## config.mk

```make
export PLATFORM = sky130hd
export DESIGN_NAME = matrix_loader
export DESIGN_NICKNAME = d
export VERILOG_FILES = /design/src/rtl/systolic_pkg.sv /design/src/rtl/matrix_loader.sv
export SDC_FILE = /design/constraint.sdc
export NUM_CORES = 1
export LEC_CHECK = 0
export CELL_PAD_IN_SITES_DETAIL_PLACEMENT = 1
export CELL_PAD_IN_SITES_GLOBAL_PLACEMENT = 2
export CORE_MARGIN = 8
export CORE_UTILIZATION = 35
export CTS_CLUSTER_SIZE = 12
export DETAILED_ROUTE_END_ITERATION = 8
export PLACE_DENSITY = 0.93
export SYNTH_ARGS = -nofsm -noshare
export SYNTH_HDL_FRONTEND = slang
export SYNTH_SLANG_ARGS = --single-unit
```

## constraint.sdc

```tcl
create_clock -name clk -period 3.6 [get_ports clk]
set_clock_uncertainty 0.15 [all_clocks]
set_input_delay 0.72 -clock clk [delete_from_list [all_inputs] [get_ports clk]]
set_output_delay 0.72 -clock clk [all_outputs]
set_load 0.01 [all_outputs]
```

## src/rtl/systolic_pkg.sv

```systemverilog
// systolic_pkg: loader FSM state encoding and a clog2 helper, shared with result_unloader
package systolic_pkg;

    typedef enum logic [2:0] {
        IDLE      = 3'd0,
        LOAD_A    = 3'd1,
        LOAD_B    = 3'd2,
        START     = 3'd3,
        WAIT_DONE = 3'd4
    } state_t;

    // Number of bits needed to index v items (0 for v <= 1).
    function automatic int clog2(input int v);
        int r;
        r = 0;
        while ((1 << r) < v) r++;
        return r;
    endfunction

endpackage

```

## src/rtl/matrix_loader.sv

```systemverilog
// matrix_loader: streams matrix A then B into BRAMs, starts the multiplier and waits for done
// Ports:
//   clk, rst (async, active-low)      clock and reset
//   load_req                          begin a frame (sampled in IDLE only)
//   s_data, s_valid, s_ready          element stream, A row-major then B row-major
//   we_a/addr_a/din_a, we_b/...       registered BRAM write ports
//   mm_start, mm_done                 multiplier handshake
//   busy, frame_done, err_timeout     status
module matrix_loader
    import systolic_pkg::*;
#(
    parameter int DATA_WIDTH = 8,
    parameter int M          = 8,
    parameter int N          = 8,
    parameter int P          = 8,
    parameter int ADDR_WIDTH = 10,
    parameter int TIMEOUT    = 4096
) (
    input  logic                  clk,
    input  logic                  rst,
    input  logic                  load_req,
    input  logic [DATA_WIDTH-1:0] s_data,
    input  logic                  s_valid,
    output logic                  s_ready,
    output logic                  we_a,
    output logic                  we_b,
    output logic [ADDR_WIDTH-1:0] addr_a,
    output logic [ADDR_WIDTH-1:0] addr_b,
    output logic [DATA_WIDTH-1:0] din_a,
    output logic [DATA_WIDTH-1:0] din_b,
    output logic                  mm_start,
    input  logic                  mm_done,
    output logic                  busy,
    output logic                  frame_done,
    output logic                  err_timeout
);

    localparam int NA = M * N;
    localparam int NB = N * P;
    localparam int CW = clog2(NA > NB ? NA : NB) + 1;
    // One spare bit so the post-expiry increment cannot wrap.
    localparam int TW = clog2(TIMEOUT) + 1;

    state_t        state, state_nx;
    logic [CW-1:0] cnt;
    logic [TW-1:0] tcnt;
    logic          acc;
    logic          last;
    logic          expire;

    assign s_ready = (state == LOAD_A) || (state == LOAD_B);
    assign busy    = (state != IDLE);
    assign acc     = s_valid && s_ready;
    assign last    = cnt == ((state == LOAD_A) ? CW'(NA - 1) : CW'(NB - 1));
    assign expire  = (state == WAIT_DONE) && !mm_done && (tcnt == TW'(TIMEOUT - 1));

    always_comb begin
        state_nx = state;
        case (state)
            IDLE:      state_nx = load_req ? LOAD_A : IDLE;
            LOAD_A:    state_nx = (acc && last) ? LOAD_B : LOAD_A;
            LOAD_B:    state_nx = (acc && last) ? START : LOAD_B;
            START:     state_nx = WAIT_DONE;
            WAIT_DONE: state_nx = (mm_done || expire) ? IDLE : WAIT_DONE;
            default:   state_nx = IDLE;
        endcase
    end

    always_ff @(posedge clk or negedge rst) begin
        if (!rst) begin
            state       <= IDLE;
            cnt         <= '0;
            tcnt        <= '0;
            we_a        <= 1'b0;
            we_b        <= 1'b0;
            addr_a      <= '0;
            addr_b      <= '0;
            din_a       <= '0;
            din_b       <= '0;
            mm_start    <= 1'b0;
            frame_done  <= 1'b0;
            err_timeout <= 1'b0;
        end else begin
            state      <= state_nx;
            // Any state change restarts the element count for the next matrix.
            cnt        <= (state != state_nx) ? '0 : acc ? cnt + 1'b1 : cnt;
            tcnt       <= (state == WAIT_DONE) ? tcnt + 1'b1 : '0;
            we_a       <= acc && (state == LOAD_A);
            we_b       <= acc && (state == LOAD_B);
            // Registered from START so the last B write lands one cycle before the pulse.
            mm_start   <= (state == START);
            frame_done <= (state == WAIT_DONE) && mm_done;
            if (acc && state == LOAD_A) begin
                addr_a <= ADDR_WIDTH'(cnt);
                din_a  <= s_data;
            end
            if (acc && state == LOAD_B) begin
                addr_b <= ADDR_WIDTH'(cnt);
                din_b  <= s_data;
            end
            if (state == IDLE && load_req)
                err_timeout <= 1'b0;
            else if (expire)
                err_timeout <= 1'b1;
        end
    end

endmodule

```

Run 1, placed cells, one color a class:
Bar = 20 um.
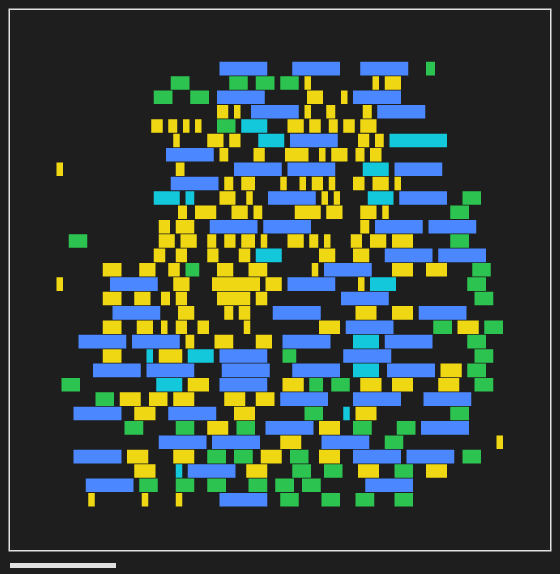
| color | class | cells |
|---|---|---|
| blue | registers | 58 |
| yellow | remaining logic cells | 141 |
| cyan | clock drivers and dummy loads | 16 |
| green | remaining buffers and delay cells | 52 |

Run 1, sizing map:
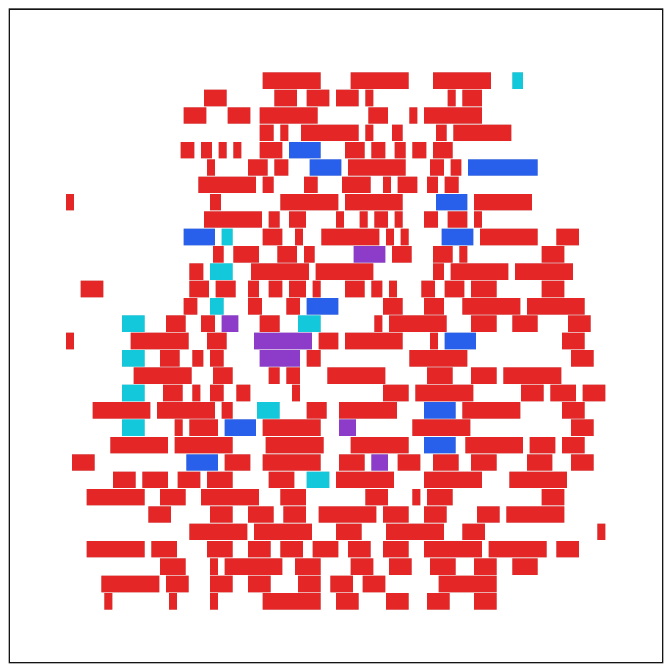
| color | size | cells | share |
|---|---|---|---|
| cyan | x2 | 11 | 4.1% |
| red | x1 and smaller | 238 | 89% |
| purple | x3 and x4 | 6 | 2.2% |
| blue | x6 and larger | 12 | 4.5% |

==> notes.org, run 1 <==
* Flow results

** Run status
- Status :: complete, no violations

** Clocking
- Clk pin slew, worst setup/hold paths :: 0.06 ns
- Insertion delay at the late pin of the worst-skew pair :: 0.33 ns
- Maximum buffer depth of the clock tree :: 2

** Power and ir drop
- Share of total power consumed by net switching :: 27.2%
- Leakage power of the design :: 1.49 nW

** Global routing
- First-pass GRT wire length :: roughly 9900 um
- Largest net degree at the start of global routing :: 40
- Summed over all routing layers, the global router reports a total usage of 12.3%.
- After global routing the overflow that remains totals 0.

** Floorplan
- The initial utilization of the core area, before any placement, comes to 36.1%.
- Number of I/O pins :: 56
- Die Size :: 10400 sq um

** STA
- Setup repair after global routing left no endpoint under its margin.
- The transition time recorded at the tightest slew-check pin is 0.843 ns.
- Max frequency :: between 300 and 400 MHz

** Worst setup path
- Family with the most delay on the worst path :: flip-flops
- The worst setup path is captured at a primary output.

** Worst hold path
- The worst hold path terminates at din_b[5].
- Worst min-delay path startpoint :: din_b[5]

** Cells and area
- The repair_antennas step left the layout with diodes totalling 0.
Run 1, metal 1:
Supply wires on this layer in gray. Cells faint in the background.
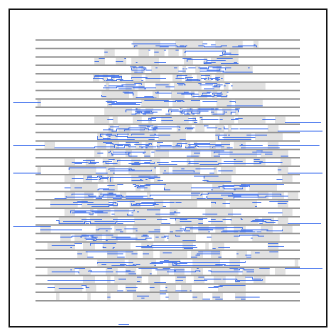
nets with wire on the layer: 250
main direction: horizontal
longest straight run: 24.8 um
via count: 1730
met1 routing resource usage after global routing: 14.1%

## run 1: cell usage after synthesis, types with 3 or more instances
cell,instances,area (sq um)
sky130_fd_sc_hd__nand4_1,5,31.3
sky130_fd_sc_hd__dfrtp_1,58,1450
sky130_fd_sc_hd__nor2_1,14,52.6
sky130_fd_sc_hd__a21oi_1,3,15.0
sky130_fd_sc_hd__mux2_1,31,349
sky130_fd_sc_hd__nor3_1,5,25.0
sky130_fd_sc_hd__xor2_1,11,96.3
sky130_fd_sc_hd__and3_1,5,31.3
sky130_fd_sc_hd__nand3_1,8,40.0
sky130_fd_sc_hd__buf_2,4,20.0
sky130_fd_sc_hd__buf_4,7,52.6
sky130_fd_sc_hd__xnor2_1,7,61.3
sky130_fd_sc_hd__nor4_1,3,18.8
sky130_fd_sc_hd__nand2_1,8,30.0
sky130_fd_sc_hd__nor3_2,8,80.1
## run 1: registers in the layout, indices dropped and copies added, names as in the netlist
signal	flops
we_a	1
cnt	7
we_b	1
err_timeout	1
mm_start	1
frame_done	1
addr_a	7
state	3
addr_b	7
din_a	8
din_b	8
tcnt	13
## run 1: layout make-up
type / count / share of cell area, %
clock inverters: 2 / 1.04
multi-input cells: 140 / 32.3
inverters: 1 / 0.111
repair buffers: 52 / 15.1
well taps: 99 / 3.67
flip-flops and latches: 58 / 43.0
clock buffers: 14 / 4.82
## run 1: power by group through the flow
stage	combinational, mW	sequential [mW]	clock [mW]
floorplan	0.164	0.839	0
global placement	0.346	0.836	0
detailed placement	0.369	0.842	0
CTS	0.371	0.831	0.617
global route	0.397	0.844	0.645
finish	0.361	0.827	0.596
## run 1: routing by layer
layer,share of wire (%),wire length [um],GRT usage [%],vias up
li1,-,-,-,825
met1,43,2570,14.1,867
met2,52,3060,21.1,31
met3,3.9,232,3.00,7
met4,1.2,70,5.76,0
met5,0,0,0,-
## run 1: how the worst max path moves through the flow
stage	endpoint	slack, ns	startpoint
floorplan	addr_a[0]	1.63	s_valid
global placement	din_a[3]	0.85	s_valid
detailed placement	addr_a[3]	0.77	s_valid
CTS	s_ready	0.81	state[1]
global route	s_ready	0.72	state[1]
finish	s_ready	0.83	state[1]
## run 1: logic make-up after synthesis
kind of cell | count (synthesis) | share of synthesized area [%]
xor+xnor | 18 | 6.06
fa+ha+maj | 2 | 0.962
other cells | 1 | 0.144
flops | 58 | 55.8
mux | 32 | 13.8
simple gates | 74 | 17.2
buf+inv | 15 | 3.66
compound gates | 8 | 2.41
Run 1, routed clock nets over the placement:
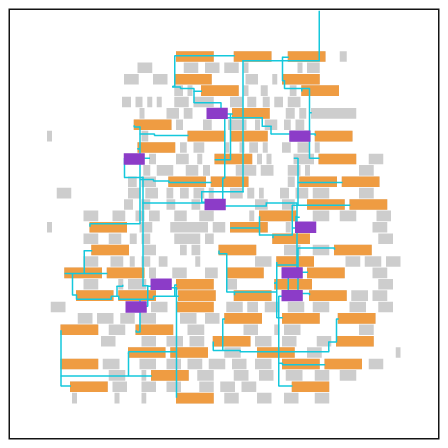

==> run 1 -> run 2 <==
- CORE_UTILIZATION: 35 -> 33
- PLACE_DENSITY: 0.93 -> 0.88
- clock period: 3.6 -> 2.6 ns (I/O delays scaled with it)
Run 2, routed clock nets over the placement:
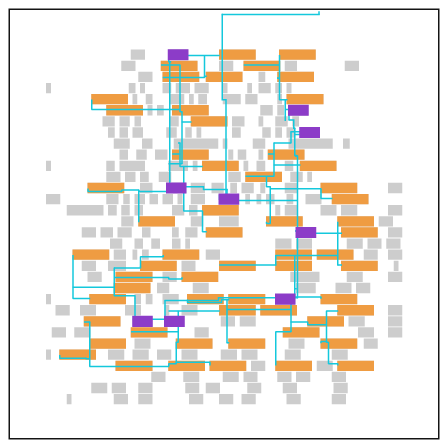
[cyan] clock wires | length: 812 um
[orange] flip-flops | count: 58
[purple] clock-net drivers | count: 9
routed clock nets: 10
Power Clock: 0.946 mW
insertion delay at the late pin of the worst-skew pair: 0.33 ns
clock network power share: 36.5%

==> notes.org, run 2 <==
* Flow results

** Logic synthesis
- Netlist Area Pre-Place :: 2600 sq um (unchanged)
- The number of enable flip-flop cells came to 0 (unchanged).
- Cell types with the largest area share after synthesis :: sky130_fd_sc_hd__dfrtp_1 (56%), sky130_fd_sc_hd__mux2_1 (13%), sky130_fd_sc_hd__xor2_1 (3.7%) (unchanged)
- Ranking of synthesized cells by instance count :: sky130_fd_sc_hd__dfrtp_1 (58), sky130_fd_sc_hd__mux2_1 (31), sky130_fd_sc_hd__nor2_1 (14) (unchanged)
- The cell type contributing the most total cell area after synthesis is sky130_fd_sc_hd__dfrtp_1 (unchanged).
- Portion of synthesized cell area occupied by the leading cell type :: 55.8% (unchanged)
- Most numerous cell in the Yosys netlist :: sky130_fd_sc_hd__dfrtp_1 (unchanged)

** Global routing
- The global router's overall resource usage came to 11.7% (was 12.3%).
- The global routing met1 resource utilization was 13.6% (was 14.1%).
- The routing usage on met3 was 3.50% (was 3.00%).
- The largest net degree at the start of global routing is 38 (was 40).
- The most used routing layer in global routing is met2 (unchanged).
- Global-route congestion overflow total :: 0 (unchanged)
- The first-pass GRT wire length was 10400 um (was 9910 um).
- The met2 capacity usage during global routing is 19.5% (was 21.1%).

** Clocking
- Maximum buffer depth of the clock tree :: 2 (unchanged)
- The cell at the root of the clock tree is sky130_fd_sc_hd__clkbuf_8 (unchanged).
- The CTS tree is yes (unchanged).
- The number of buffers inserted by hold repair at cts was 1 (was 0).
- The clock slew seen by the registers of the worst setup and hold paths is 0.07 ns (was 0.06 ns).

** Power and ir drop
- Leakage power of the design :: 1.53 nW (was 1.49 nW)
- The switching share of power came to 26.7% (was 27.2%).
- Internal portion of total power :: 1.90 mW (was 1.30 mW)
- The net switching power was 0.692 mW (was 0.486 mW).

** STA
- The worst path setup slack after routing came to 0.177 ns (was 0.834 ns).
- Unrepaired setup endpoints after global routing :: false (unchanged)
- Measured slew at the worst slew-check pin :: 0.505 ns (was 0.843 ns)
- Max frequency :: between 400 and 500 MHz
- The count of final hold-check violations was 0 (unchanged).
- The tightest slew margin relative to the limit was 66.3% (was 43.8%).
- The number of max-slew violations in the final report is 0 (unchanged).

** Cells and area
- The largest register by flop count is tcnt (unchanged).
- Most used cells in the layout excluding fill and tap cells: sky130_fd_sc_hd__dfrtp_1 (58), sky130_fd_sc_hd__clkdlybuf4s50_1 (48), sky130_fd_sc_hd__mux2_1 (31) (unchanged).
- Flip-flop count of the largest register, all copies and words added :: 13 (unchanged)

** Floorplan
- The core utilization at floorplan was 33.8% (was 36.1%).
- The floorplan die area was 11000 sq um (was 10400 sq um).
- Number of I/O pins :: 56 (unchanged)
- The vertical die dimension is 105 um (was 102 um).

** Run status
- Status: complete, no violations (unchanged).

** Drt
- First-pass iteration count of the detailed router :: 4 (unchanged)
- WL/cell :: 15.8 um (was 16.2 um)
- The antenna violation net count after detailed routing came to 0 (unchanged).
- The via density per instance is 4.77 (was 4.73).
- The detailed-route via count was 1783 (was 1730).

** Worst setup path
- Kind of end point of the critical path :: primary output (unchanged)
- Required time worst endpoint :: 1.93 ns (was 2.73 ns)

** Worst hold path
- Class of the worst hold path :: reg -> reg (unchanged)
-- run 2: netlist changes by cell type in the layout (fill, tap and decap cells not counted), sizes merged --
| cell | change |
|---|---|
| bufinv | +1 |
| clkinv | +1 |
| clkbuf | -2 |
| buf | +4 |
| dlygate4sd3 | +1 |
-- run 2: area by class of cell --
class                           count  area, sq um  share of cell area, %
Timing Repair Buffer               57          561                   16.2
Inverter                            1         3.75                  0.108
Clock buffer                       12          155                   4.48
Sequential cell                    58         1450                   41.9
Clock inverter                      4         73.8                   2.13
Multi-Input combinational cell    140         1090                   31.5
Tap cell                          102          128                   3.69
-- run 2: final timing paths --
kind / slack [ns] / endpoint / from / cells past startpoint
max: 0.18 / s_ready / state[0] / 3
min: 0.33 / din_b[1] / din_b[1] / 1
max reg2reg: 0.62 / cnt[4] / tcnt[0] / 5
min reg2reg: 0.33 / din_b[1] / din_b[1] / 1
max in group asynchronous: 1.16 / tcnt[5] / rst / 3
min in group asynchronous: 0.56 / tcnt[11] / rst / 2
-- run 2: stage by stage --
step / instance area (sq um) / hold WS, ns / utilization [%]
finish: 3460 / 0.333 / 45.0
global route: 3460 / 0.360 / 45.0
CTS: 3460 / 0.344 / 45.0
detailed placement: 3220 / 0.328 / 41.9
global placement: 3220 / 0.318 / 41.9
floorplan: 2620 / 0.0744 / -
-- run 2: power groups by stage --
stage / combinational (mW) / sequential, mW / clock [mW]
6_report: 0.501 / 1.15 / 0.946
5_1_grt: 0.555 / 1.17 / 1.02
4_1_cts: 0.513 / 1.15 / 0.977
3_5_place_dp: 0.512 / 1.17 / 0
3_3_place_gp: 0.487 / 1.16 / 0
2_1_floorplan: 0.226 / 1.16 / 0
-- run 2: cell families (layout without fill, tap and decap cells) --
logic type	after synthesis	after routing	synth area share, %
DFF	58	58	55.8
muxes	32	32	13.8
buffers and inverters	15	74	3.66
xor gates and xnor gates	18	18	6.06
adders and majority gates	2	2	0.962
AOI/OAI and AO/OA	8	8	2.41
other	1	6	0.144
and+or+nand+nor	74	74	17.2
-- run 2: critical path, cell delays in order, from the launching register on --
cell,delay (ns)
sky130_fd_sc_hd__dfrtp_1,0.48
sky130_fd_sc_hd__xnor2_1,0.21
sky130_fd_sc_hd__nor2_1,0.15
sky130_fd_sc_hd__clkdlybuf4s50_1,0.57
-- run 2: metal layers --
metal | wire length [um] | share of wire (%) | vias up
met4 | 110 | 1.9 | 0
li1 | - | - | 835
met1 | 2560 | 43 | 904
met2 | 3020 | 51 | 36
met3 | 221 | 3.7 | 8
met5 | 0 | 0 | -
No activity file was given, so power comes from the tool's default toggle rates.
